[src/rtl/apb_intc.sv]
// APB interrupt controller: pending latch, mask, edge/level select, lowest-index claim/complete.
// Define INTC_SYNC_EN to pass each irq_i through a two-flop synchronizer before edge/level detection.
module apb_intc #(
  parameter int unsigned NUM_IRQ = 8
) (
  input  logic               apb_pclk,
  input  logic               apb_prstn,
  input  logic               apb_psel,
  input  logic [3:0]         apb_paddr,
  input  logic               apb_pwrite,
  input  logic               apb_penable,
  input  logic [31:0]        apb_pwdata,
  output logic [31:0]        apb_prdata,
  input  logic [NUM_IRQ-1:0] irq_i,
  output logic               int_o
);

  localparam logic [3:0] ADDR_PEND  = 4'h0;
  localparam logic [3:0] ADDR_MASK  = 4'h4;
  localparam logic [3:0] ADDR_EDGE  = 4'h8;
  localparam logic [3:0] ADDR_CLAIM = 4'hC;

  logic               we, re;
  logic [NUM_IRQ-1:0] pend, mask, edge_q, isr;
  logic [NUM_IRQ-1:0] s, p;
  logic [NUM_IRQ-1:0] elig, w1c, claim_oh, cmpl_oh;
  logic               claim_valid, claim_go, cmpl_go;
  logic [3:0]         claim_id;
  logic               unused_pwdata;

  assign we = apb_psel & apb_penable & apb_pwrite;
  assign re = apb_psel & apb_penable & ~apb_pwrite;
  assign unused_pwdata = ^apb_pwdata;

`ifdef INTC_SYNC_EN
  logic [NUM_IRQ-1:0] sync_q, s_q;

  always_ff @(posedge apb_pclk or negedge apb_prstn) begin
    if (!apb_prstn) begin
      sync_q <= '0;
      s_q    <= '0;
    end else begin
      sync_q <= irq_i;
      s_q    <= sync_q;
    end
  end

  assign s = s_q;
`else
  assign s = irq_i;
`endif

  assign elig        = pend & mask & ~isr;
  assign claim_valid = |elig;
  assign int_o       = claim_valid;
  assign claim_go    = re & (apb_paddr == ADDR_CLAIM) & claim_valid;
  assign cmpl_go     = we & (apb_paddr == ADDR_CLAIM);
  assign w1c         = (we && apb_paddr == ADDR_PEND) ? apb_pwdata[NUM_IRQ-1:0] : '0;

  // Scan downward so the lowest eligible index is the last one assigned.
  always_comb begin
    claim_id = '0;
    for (int unsigned i = NUM_IRQ; i > 0; i--) begin
      if (elig[i-1]) claim_id = 4'(i - 1);
    end
  end

  // Complete ids at or above NUM_IRQ match no bit and so fall through harmlessly.
  always_comb begin
    claim_oh = '0;
    cmpl_oh  = '0;
    for (int unsigned i = 0; i < NUM_IRQ; i++) begin
      claim_oh[i] = claim_go & (claim_id == 4'(i));
      cmpl_oh[i]  = cmpl_go & (apb_pwdata[3:0] == 4'(i));
    end
  end

  always_ff @(posedge apb_pclk or negedge apb_prstn) begin
    if (!apb_prstn) begin
      p      <= '0;
      pend   <= '0;
      mask   <= '0;
      edge_q <= '0;
      isr    <= '0;
    end else begin
      p    <= s;
      // Edge bits: clears applied first so a same-cycle rising edge still sets.
      pend <= (edge_q & ((pend & ~w1c & ~claim_oh) | (s & ~p))) | (~edge_q & s);
      isr  <= (isr | claim_oh) & ~cmpl_oh;
      if (we && apb_paddr == ADDR_MASK) mask   <= apb_pwdata[NUM_IRQ-1:0];
      if (we && apb_paddr == ADDR_EDGE) edge_q <= apb_pwdata[NUM_IRQ-1:0];
    end
  end

  always_comb begin
    apb_prdata = '0;
    if (re) begin
      case (apb_paddr)
        ADDR_PEND:  apb_prdata = 32'(pend);
        ADDR_MASK:  apb_prdata = 32'(mask);
        ADDR_EDGE:  apb_prdata = 32'(edge_q);
        ADDR_CLAIM: apb_prdata = {claim_valid, 27'b0, claim_id};
        default:    apb_prdata = '0;
      endcase
    end
  end

endmodule

[config.mk]
export PLATFORM = sky130hd
export DESIGN_NAME = apb_intc
export DESIGN_NICKNAME = d
export VERILOG_FILES = /design/src/rtl/apb_intc.sv
export SDC_FILE = /design/constraint.sdc
export NUM_CORES = 1
export LEC_CHECK = 0
export CAP_MARGIN = 15
export CORE_MARGIN = 2
export CORE_UTILIZATION = 30
export DETAILED_ROUTE_END_ITERATION = 10
export PLACE_DENSITY = 0.67
export RECOVER_POWER = 100
export REMOVE_ABC_BUFFERS = 1
export SLEW_MARGIN = 20
export SYNTH_ARGS = -nofsm -noshare
export SYNTH_HDL_FRONTEND = slang
export SYNTH_SLANG_ARGS = --single-unit
[constraint.sdc]
create_clock -name apb_pclk -period 4.5 [get_ports apb_pclk]
set_clock_uncertainty 0.2 [all_clocks]
set_input_delay 0.9 -clock apb_pclk [delete_from_list [all_inputs] [get_ports apb_pclk]]
set_output_delay 0.9 -clock apb_pclk [all_outputs]
set_load 0.02 [all_outputs]
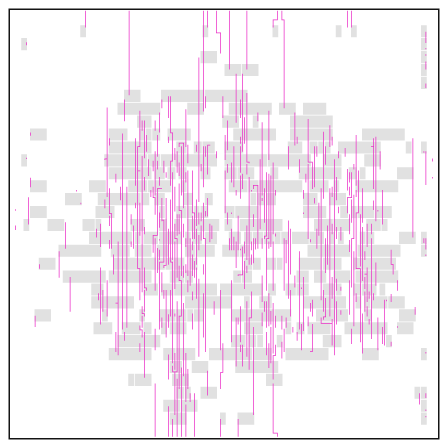
*Met2 routing*
Cells faint in the background.
The wires run mostly vertical. 240 nets have wire on it. The layer holds 46% of the routed length. The longest straight run is 41.1 µm.

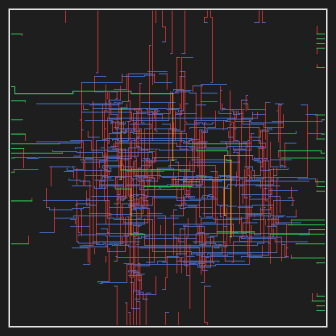
*Wiring by layer*
metal 4: shown in orange, wire length 91.1 µm. metal 1: shown in blue, wire length 2,420 µm. metal 3: shown in green, wire length 338 µm. metal 2: shown in red, wire length 2,430 µm.

==> flow_summary_export.csv <==
group,metric,value,unit
cells_and_area,areaGrowthSynthToFinish,19.7,%
floorplanning,chipArea,8130,µm²
synth,flop_cell,"dfrtp_1",
clock_tree,numCtsBuffers,5,
grt,grt_pass1_wl,8760,µm
timing,setup_viol,0,
grt,antenna_found_initial,0,
placement,placed_cells,347,
flow_run,warning_count,49,
cells_and_area,nets,304,
critical_path,path_class,"primary input to primary output",
detailed_routing,dr.pass1.iters,4,
placement,port_buffers,34,
synth,ys_area,2230,µm²
clock_tree,postCtsSetupRepairBufs,0,
grt,grt_pass1_vias,1728,
critical_path,required,3400,ps
detailed_routing,drc,0,
synth,syn_inst,216,
synth,synth_cell_types,40,
clock_tree,cts_tree,"yes",
placement,gp_congestion,0.852,
placement,dp_worst_setup_slack,364,ps
synth,ys.warnings.count,0,
detailed_routing,avgRoutedWirePerCell,14.9,µm
cells_and_area,fin_cells,354,
synth,syn_area,2230,µm²
clock_tree,cts_max_path_buffers,2,
timing,setup_slack,222,ps
flow_run,cap_violations,1,
critical_path,worstPathMaxFanout,6,
synth,ys_cells,216,
outcome,status,"complete, but fails checks",
synth,ys_seq_frac,0.449,
timing,rsz0062_at_grt,"false",
outcome,violations,"capacitance limit, slew limit",
power_and_ir_drop,pwr_density_cell,321,nW/µm²
grt,grt_max_degree,41,
detailed_routing,wl,5280,µm
floorplanning,dieWidth,90.2,µm
timing,timing.slew.headroom,-0.442,
timing,tns,0,ps
grt,grt_use_total,0.137,
synth,syn_area_per_cell,10.3,µm²
power_and_ir_drop,p_total,855,µW
timing,drv_slew,41,
synth,async_reset_ff_frac,1.00,
clock_tree,clkTransAtPathRegs,70,ps
timing,hold_violations,0,
timing,fmax,234,MHz
clock_tree,root_buffer,"clkbuf_8",
hold_path,min_path_type,"flip-flop to flip-flop",
placement,post-dp-hpwl,3890,µm
power_and_ir_drop,cellLeakagePower,1.19,nW
timing,worst_slew_pin_slew,2160,ps
grt,grt-ovfl-total,0,
critical_path,worst_ep_arrival_time,3180,ps
detailed_routing,antenna_left,0,
critical_path,endpoint_kind,"primary output",
floorplanning,die_h,90.2,µm
clock_tree,clkSinkCount,40,
timing,finalCritPeriodShare,0.951,
critical_path,cp-start-kind,"primary input",
clock_tree,cts_hold_buf,0,
detailed_routing,via_count,1705,
synth,synth-edff-count,0,
floorplanning,core,7210,µm²
timing,fin_crit,4280,ps
cells_and_area,drive_above_1_share,0.106,
clock_tree,cts_resized,0,
clock_tree,htreeDepth,2,
floorplanning,rows,31,
floorplanning,fp-utilization,0.309,
detailed_routing,post_drt_via_cell_ratio,4.82,
clock_tree,clk_latency,290,ps
floorplanning,io_pins,82,
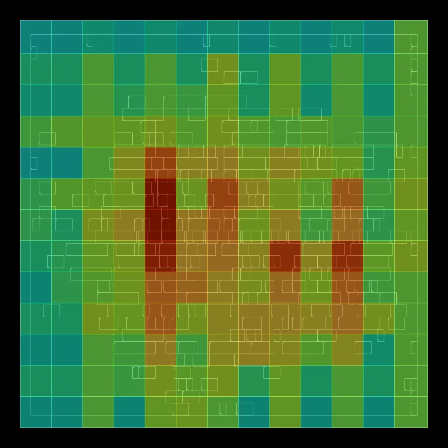
*Routing congestion*
met2 usage: 0.224
Most Crowded Layer GR: met2

logic make-up (layout without fill, tap and decap cells):
logic type / after synthesis / count (layout) / synth area share
AND/OR/NAND/NOR: 74 / 74 / 0.189
AND-OR/OR-AND: 48 / 48 / 0.137
flip-flops: 40 / 40 / 0.449
buffers and inverters: 29 / 46 / 0.0927
multiplexers: 24 / 24 / 0.130
other: 1 / 23 / 0.00168
Yosys cell counts (all sizes together) (5+ instances only):
cell type,count,area share
dfrtp,40,0.45
buf,28,0.091
a21oi,23,0.052
nand2,22,0.037
nor2,19,0.037
mux2,16,0.094
mux2i,8,0.036
nand3b,8,0.027
a31oi,7,0.020
nand3,7,0.016
a22o,5,0.020
nor2b,5,0.014
power breakdown:
part           internal [mW]  switching (mW)  leakage (nW)  total (mW)
sequential             0.393          0.0274         0.510       0.420
clock                  0.137           0.120        0.0503       0.256
combinational         0.0760           0.102         0.634       0.178
critical path: stages:
cell	delay, ps
dlygate4sd3_1	730
nand4bb_4	200
or3_4	450
o22ai_1	180
dlygate4sd3_1	710
worst paths after layout:
check	start	to	slack [ps]	cells past startpoint
worst min-delay path	isr[2]	isr[2]	330	2
max in group asynchronous	apb_prstn	isr[1]	1830	1
worst min register to register	isr[2]	isr[2]	330	2
worst max-delay path	apb_paddr[3]	apb_prdata[0]	220	5
min in group asynchronous	apb_prstn	edge_q[5]	1040	1
worst max register to register	mask[6]	pend[7]	2430	5
routing by layer:
| layer | track usage | share of wire | vias to the layer above |
|---|---|---|---|
| li1 | - | - | 812 |
| met1 | 0.174 | 0.46 | 821 |
| met2 | 0.224 | 0.46 | 61 |
| met3 | 0.0402 | 0.064 | 11 |
| met4 | 0.0436 | 0.017 | 0 |
| met5 | 0 | 0 | - |
sequential cells by signal, summed over array words and instances, names as in the netlist:
signal,count
isr,8
edge_q,8
p,8
mask,8
pend,8
stage by stage:
step,area (µm²),hold WS (ps),util
floorplan,2100,282,-
global placement,2600,305,0.360
detailed placement,2600,319,0.360
CTS,2700,335,0.374
global route,2670,362,0.369
finish,2670,332,0.369
area by class of cell:
cell class | count | area, µm²
flip-flops and latches | 40 | 1000
clock buffers | 7 | 96.3
multi-input cells | 169 | 1070
fillers | 750 | 4550
repair buffers | 39 | 372
well taps | 99 | 124
placed cells by master, fill, tap and decap left out, drive strengths merged, types with 2 or more instances in the layout:
cell type and n:
dfrtp 40, a21oi 23, conb 23, nand2 22, dlygate4sd3 19, nor2 19
mux2 16, clkdlybuf4s50 14, nand3b 8, mux2i 8, clkbuf 8, nand3 7
a31oi 7, nor2b 5, a22o 5, buf 5, nor4 2, a221oi 2
a21o 2, o21ai 2
Power figures rest on the tool's default switching activity, not on a simulated workload.
